--- config.mk ---
export PLATFORM = sky130hd
export DESIGN_NAME = multicycle_ctrl
export DESIGN_NICKNAME = d
export VERILOG_FILES = /design/src/rtl/multicycle_ctrl.sv
export SDC_FILE = /design/constraint.sdc
export NUM_CORES = 1
export LEC_CHECK = 0
export ABC_AREA = 1
export CORE_ASPECT_RATIO = 0.75
export CORE_MARGIN = 4
export CORE_UTILIZATION = 44
export CTS_CLUSTER_SIZE = 16
export DETAILED_ROUTE_END_ITERATION = 10
export PLACE_DENSITY = 0.72
export SYNTH_ARGS = -nofsm -noshare
export SYNTH_HDL_FRONTEND = slang
export SYNTH_SLANG_ARGS = --single-unit
--- constraint.sdc ---
create_clock -name clk -period 1.75 [get_ports clk]
set_input_delay 0.175 -clock clk [delete_from_list [all_inputs] [get_ports clk]]
set_output_delay 0.175 -clock clk [all_outputs]
set_load 0.01 [all_outputs]
--- src/rtl/multicycle_ctrl.sv ---
// Multicycle CPU control FSM: FETCH/DECODE/EXEC/MEM/WB with a memory-wait timeout to ERR.
// Build option: define HALT_DETECT_EN to make JALR with a nonzero imm7 enter an absorbing HALT state.
`ifndef FUNCT_LEN
`define FUNCT_LEN 1
`endif

module multicycle_ctrl #(
   parameter int TIMEOUT = 15
) (
   input  logic                  clk,
   input  logic                  rst,
   input  logic [2:0]            opcode,
   input  logic                  imm_nz,
   input  logic                  alu_stat,
   input  logic                  mem_ack,
   output logic                  mem_req,
   output logic                  mem_we,
   output logic                  mem_addr_sel,
   output logic                  ir_we,
   output logic                  pc_we,
   output logic                  rf_we,
   output logic [1:0]            pc_sel,
   output logic [1:0]            rf_wsel,
   output logic [`FUNCT_LEN-1:0] alu_funct,
   output logic                  alu_bsel,
   output logic                  halted,
   output logic                  err
);
   localparam int CW = $clog2(TIMEOUT + 1);

   localparam logic [2:0] S_FETCH  = 3'd0;
   localparam logic [2:0] S_DECODE = 3'd1;
   localparam logic [2:0] S_EXEC   = 3'd2;
   localparam logic [2:0] S_MEM    = 3'd3;
   localparam logic [2:0] S_WB     = 3'd4;
   localparam logic [2:0] S_HALT   = 3'd5;
   localparam logic [2:0] S_ERR    = 3'd6;

   localparam logic [2:0] OP_ADD  = 3'd0;
   localparam logic [2:0] OP_ADDI = 3'd1;
   localparam logic [2:0] OP_NAND = 3'd2;
   localparam logic [2:0] OP_LUI  = 3'd3;
   localparam logic [2:0] OP_SW   = 3'd4;
   localparam logic [2:0] OP_LW   = 3'd5;
   localparam logic [2:0] OP_BEQ  = 3'd6;

   logic [2:0]    r_state;
   logic [2:0]    r_op;
   logic [CW-1:0] r_cnt;
   logic [2:0]    w_nxt;
   logic          w_tmo;

`ifndef HALT_DETECT_EN
   logic w_unused_imm;
   assign w_unused_imm = imm_nz;
`endif

   // This wait cycle would be the TIMEOUT-th consecutive one without an ack.
   assign w_tmo = (int'(r_cnt) + 1 >= TIMEOUT);

   always_comb begin
      w_nxt        = r_state;
      mem_req      = 1'b0;
      mem_we       = 1'b0;
      mem_addr_sel = 1'b0;
      ir_we        = 1'b0;
      pc_we        = 1'b0;
      rf_we        = 1'b0;
      pc_sel       = 2'd0;
      rf_wsel      = 2'd0;
      alu_funct    = '0;
      alu_bsel     = 1'b0;
      halted       = 1'b0;
      err          = 1'b0;
      if (!rst) begin
         case (r_state)
            S_FETCH: begin
               mem_req = 1'b1;
               if (mem_ack) begin
                  ir_we = 1'b1;
                  w_nxt = S_DECODE;
               end else if (w_tmo) begin
                  w_nxt = S_ERR;
               end
            end
            S_DECODE: w_nxt = S_EXEC;
            S_EXEC: begin
               case (r_op)
                  OP_ADD, OP_LUI: w_nxt = S_WB;
                  OP_ADDI: begin
                     alu_bsel = 1'b1;
                     w_nxt    = S_WB;
                  end
                  OP_NAND: begin
                     alu_funct = `FUNCT_LEN'(1);
                     w_nxt     = S_WB;
                  end
                  OP_SW, OP_LW: begin
                     alu_bsel = 1'b1;
                     w_nxt    = S_MEM;
                  end
                  OP_BEQ: begin
                     pc_we  = 1'b1;
                     pc_sel = {1'b0, alu_stat};
                     w_nxt  = S_FETCH;
                  end
                  default: begin
`ifdef HALT_DETECT_EN
                     if (imm_nz) begin
                        w_nxt = S_HALT;
                     end else begin
                        rf_we   = 1'b1;
                        rf_wsel = 2'd2;
                        pc_we   = 1'b1;
                        pc_sel  = 2'd2;
                        w_nxt   = S_FETCH;
                     end
`else
                     rf_we   = 1'b1;
                     rf_wsel = 2'd2;
                     pc_we   = 1'b1;
                     pc_sel  = 2'd2;
                     w_nxt   = S_FETCH;
`endif
                  end
               endcase
            end
            S_MEM: begin
               mem_req      = 1'b1;
               mem_addr_sel = 1'b1;
               mem_we       = (r_op == OP_SW);
               alu_bsel     = 1'b1;
               if (mem_ack) begin
                  if (r_op == OP_SW) begin
                     pc_we = 1'b1;
                     w_nxt = S_FETCH;
                  end else begin
                     w_nxt = S_WB;
                  end
               end else if (w_tmo) begin
                  w_nxt = S_ERR;
               end
            end
            S_WB: begin
               rf_we = 1'b1;
               pc_we = 1'b1;
               w_nxt = S_FETCH;
               case (r_op)
                  OP_LW:   rf_wsel = 2'd1;
                  OP_LUI:  rf_wsel = 2'd3;
                  OP_ADDI: alu_bsel = 1'b1;
                  OP_NAND: alu_funct = `FUNCT_LEN'(1);
                  default: ;
               endcase
            end
            S_HALT: begin
`ifdef HALT_DETECT_EN
               halted = 1'b1;
`endif
            end
            S_ERR: err = 1'b1;
            default: w_nxt = S_FETCH;
         endcase
      end
   end

   always_ff @(posedge clk) begin
      if (rst) begin
         r_state <= S_FETCH;
         r_op    <= 3'd0;
         r_cnt   <= '0;
      end else begin
         r_state <= w_nxt;
         if (r_state == S_DECODE) r_op <= opcode;
         // Counter only runs while still waiting in FETCH/MEM; any exit or ack clears it.
         if ((r_state == S_FETCH || r_state == S_MEM) && !mem_ack && w_nxt == r_state)
            r_cnt <= r_cnt + 1'b1;
         else
            r_cnt <= '0;
      end
   end
endmodule

==> images/layers.png <==
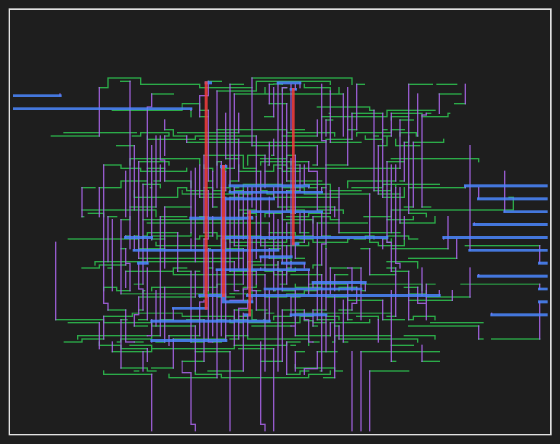
- M2: purple (wire length 1,090 um)
- M1: green (wire length 1,140 um)
- M4: red (wire length 64.6 um)
- M3: blue (wire length 246 um)

==> images/route_heat.png <==
The die is cut into 11 by 9 equal tiles; black is low, pale yellow is high, scaled to the fullest tile. Values are wire area over tile area, all layers added.
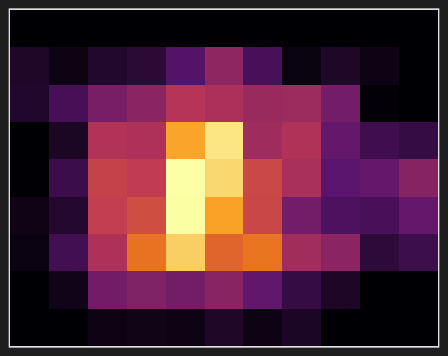
- nearly empty tiles: 24%
- mean over tiles: 0.17
- densest ninth of the die: middle
- tiles over half the peak: 16%

==> ci_impl_report.md <==
## Synthesis and layout report

| Metric | Value |
|---|---|
| TritonRoute pass-1 iters | `4` |
| Sw Share | `0.409` |
| Core ar. | `1590 um^2` |
| WHS | `522 ps` |
| MUX area fraction | `0` |
| Dominant kind of cell by area | `multi-input combinational cells` |
| Switching power | `412 uW` |
| Pre-Place Util | `0.498` |
| CP Depth | `13` |
| Largest regs | `r_cnt x4, r_op x3, r_state x3` |
| Cell type with the largest total area | `dfxtp_1` |
| Final Power | `1010 uW` |
| Slowest CP cell | `dfxtp_4` |
| DR iter-0 viols | `32` |
| Top cells by count | `19 x inv_1, 18 x nor2_1, 16 x nand2_1` |
| Postcts setup bufs | `0` |
| Setup TNS | `-265 ps` |
| Area Overhead vs Synth | `49.1%` |
| Tot GR Track Use | `0.197` |
| Die Footprint | `2550 um^2` |
| Synth async-reset ratio | `0` |
| Number of enable flip-flop cells | `0` |
| CTS H-tree depth | `1` |
| Clock buf/inv share | `0.0307` |
| Violated checks | `negative setup slack` |
| Mapped Area | `792 um^2` |
| Crit path max fanout | `5` |
| Outcome | `complete, but fails checks` |
| HP Class | `in -> reg` |
| Yosys stat cell total | `124` |
| Avg Cell Area, Syn | `6.39 um^2` |
| WP data required | `1950 ps` |
| Yosys warns | `0` |
| Combinational power | `481 uW` |
| Clock sink count | `10` |
| Vias in the first global route | `904` |
| Seq pwr | `305 uW` |
| Via-per-instance ratio | `5.42` |
| Complex Gates by Area | `0.128` |
| Adders+Majority by Area | `0.0316` |
| Flop pwr share | `0.303` |
| Flop area | `209 um^2` |
| Comb_multi_in | `92` |
| Wire length per cell | `13.6 um` |
| Cells after Synth | `124` |
| CP cell instances | `inv_1 -> ha_4 -> nor2_2 -> nor2_1 -> nor2_1 -> nand2_1 -> buf_4 -> nand3_1 -> nand2_1 -> nand2_2 -> nand2_2 -> nand2_4 -> nor3_2` |
| Crit. Startpoint | `r_cnt[0]` |
| Proportion of power drawn by the clock network | `0.219` |
| Biggest register | `r_cnt` |
| # DRC | `0` |
| R2r setup slk | `-90 ps` |
| Clock skew | `3.06 ps` |
| TritonCTS buffer count | `3` |
| Routability cong. | `0.880` |
| PortBufs | `19` |
| Startpoint type of the worst setup path | `flip-flop` |
| PwrDens | `852 nW/um^2` |
| Largest net degree at the start of global routing | `13` |
| Leakage power | `0.000548 uW` |
| Non-CTS buffers | `39` |
| Library cells used by synthesis | `24` |
| Fmax | `545 MHz` |
| Top power group | `combinational logic` |
| NonClk Buf Share | `0.249` |
| Final min period | `1840 ps` |
| Top_reg_cell synth | `dfxtp_1` |
| Top post-synthesis cells by area | `dfxtp_1 25%, inv_1 9.0%, nor2_1 8.5%, nand2_1 7.6%, a21oi_1 6.3%` |
| Crit path arrival time | `2040 ps` |
| Final Instance Area | `1180 um^2` |
| Final Max Tran Viols | `0` |
| Chip Area, Yosys | `792 um^2` |
| Initial antenna violation count | `0` |
| CP Class | `reg -> reg` |
| TritonCTS clock tree | `yes` |
| Number of clock buffers in the layout | `4` |
| Total of max-cap violations | `0` |
| Util after Layout | `0.742` |
| Clk root buf | `clkbuf_4` |
| Layout cell share with drive strength beyond 1 | `0.382` |
| Final setup margin | `-86.0 ps` |
| DP HPWL | `1800 um` |
| CP Buf/Inv Count | `2` |
| Clk_lat worst skew | `280 ps` |
| WL final | `2540 um` |
| Comb gate area | `541 um^2` |
| Antenna Nets Post-Route | `0` |
| GR peak layer | `met2` |
| Last element of the critical path | `r_cnt[0]` |
| Crit path largest cell delay | `380 ps` |
| Final hold viol count | `0` |
| Period utilization | `1.05` |
| IO Pins | `22` |
| Clock network power | `221 uW` |
| Die height | `44.7 um` |
| Final setup viols | `4` |
| Post-CTS Hold Fix Bufs | `0` |
| FF-to-FF End | `r_cnt[0]` |
| R2R Path Start | `r_cnt[0]` |
| N_diodes | `0` |
| R2R depth | `13` |
| Top logic family | `simple AND/OR/NAND/NOR gates` |
| Seq area share | `0.177` |
| Flop count | `10` |
| Post_cts resized | `21` |
| Pre-CTS setup slack | `-7.58 ps` |
| Int Power | `595 uW` |
Power and IR drop assume default switching activity.
